Design candle_sequencer, sky130hd; sources not shown.
registers.png
(3 px per um) Other sequential cells in the stronger gray, the rest of the logic in the fainter gray.
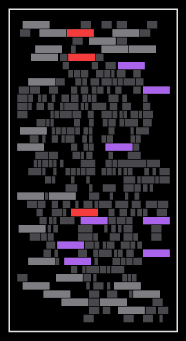
[`state`] red | flops: 3
[`level_q`] purple | flops: 8
not colored: 23
power drawn by the sequential cells: 612 uW
final core occ: 0.5393
sequential standard cell area: 850.8 um^2

metal_stack.png
(4 px per um)
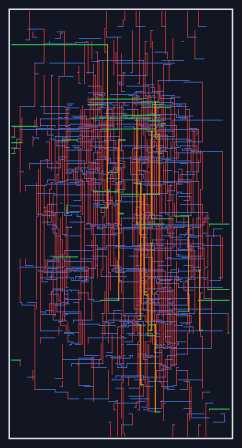
[met1] blue | wire length: 2,200 um
[met4] orange | wire length: 321 um
[met2] red | wire length: 3,520 um
[met3] green | wire length: 200 um
total routed wirelength: 6.233 mm
routed len/inst: 17.46 um

==> job_summary.md <==
### Yosys + OpenROAD results

| Metric | Value |
|---|---|
| Fraction of layout cells with a size suffix above 1 | 0.07692 |
| Overflow after GRT | 0 |
| Buffers on Ports | 28 |
| Number of non-filler instances in the completed layout | 357 |
| Maximum number of buffers from clock root to sink | 2 |
| Number of cells after detailed placement | 349 |
| Top cells by count, synth | sky130_fd_sc_hd__dfrtp_1 (34), sky130_fd_sc_hd__nor2_1 (29), sky130_fd_sc_hd__nand2_1 (18), sky130_fd_sc_hd__o21ai_0 (18) |
| Initial antenna violation count | 0 |
| Crit. End Element | register |
| Result of the run | complete, but fails checks |
| Number of synthesized register bits | 34 |
| Final setup violation count | 0 |
| Highest routed layer | met4 |
| Multi-input logic area | 1345 um^2 |
| Number of pins exceeding their max-slew limit in the final report | 35 |
| Max_cap viols | 1 |
| First-pass DRT Iterations | 4 |
| Leading cell category by total area | combinational gates |
| Inserted Clock Buffers | 5 |
| Die Ht | 106.9 um |
| Total of clock buffers placed in the layout | 7 |
| Slew HR | -0.2443 |
| Failing checks | max-capacitance violations, max-slew violations |
| Fp util | 0.4536 |
[cells by family (layout without fill, tap and decap cells)]
kind of cell | after synthesis | count (layout) | share of synthesized area
XOR/XNOR | 6 | 6 | 0.02254
AND-OR/OR-AND | 75 | 75 | 0.2244
buffers and inverters | 29 | 62 | 0.05636
multiplexers | 12 | 12 | 0.05207
adder cells (fa/ha/maj) | 13 | 13 | 0.06978
AND/OR/NAND/NOR | 97 | 97 | 0.2099
flip-flops | 34 | 34 | 0.3650
[power by group]
part           switching (mW)  leakage [nW]  internal [mW]  total (mW)
Combinational           0.446         0.806          0.327       0.773
Clock                   0.164        0.0517          0.188       0.352
Sequential             0.0908         0.454          0.521       0.612
Power is estimated from default activity; no workload was simulated.
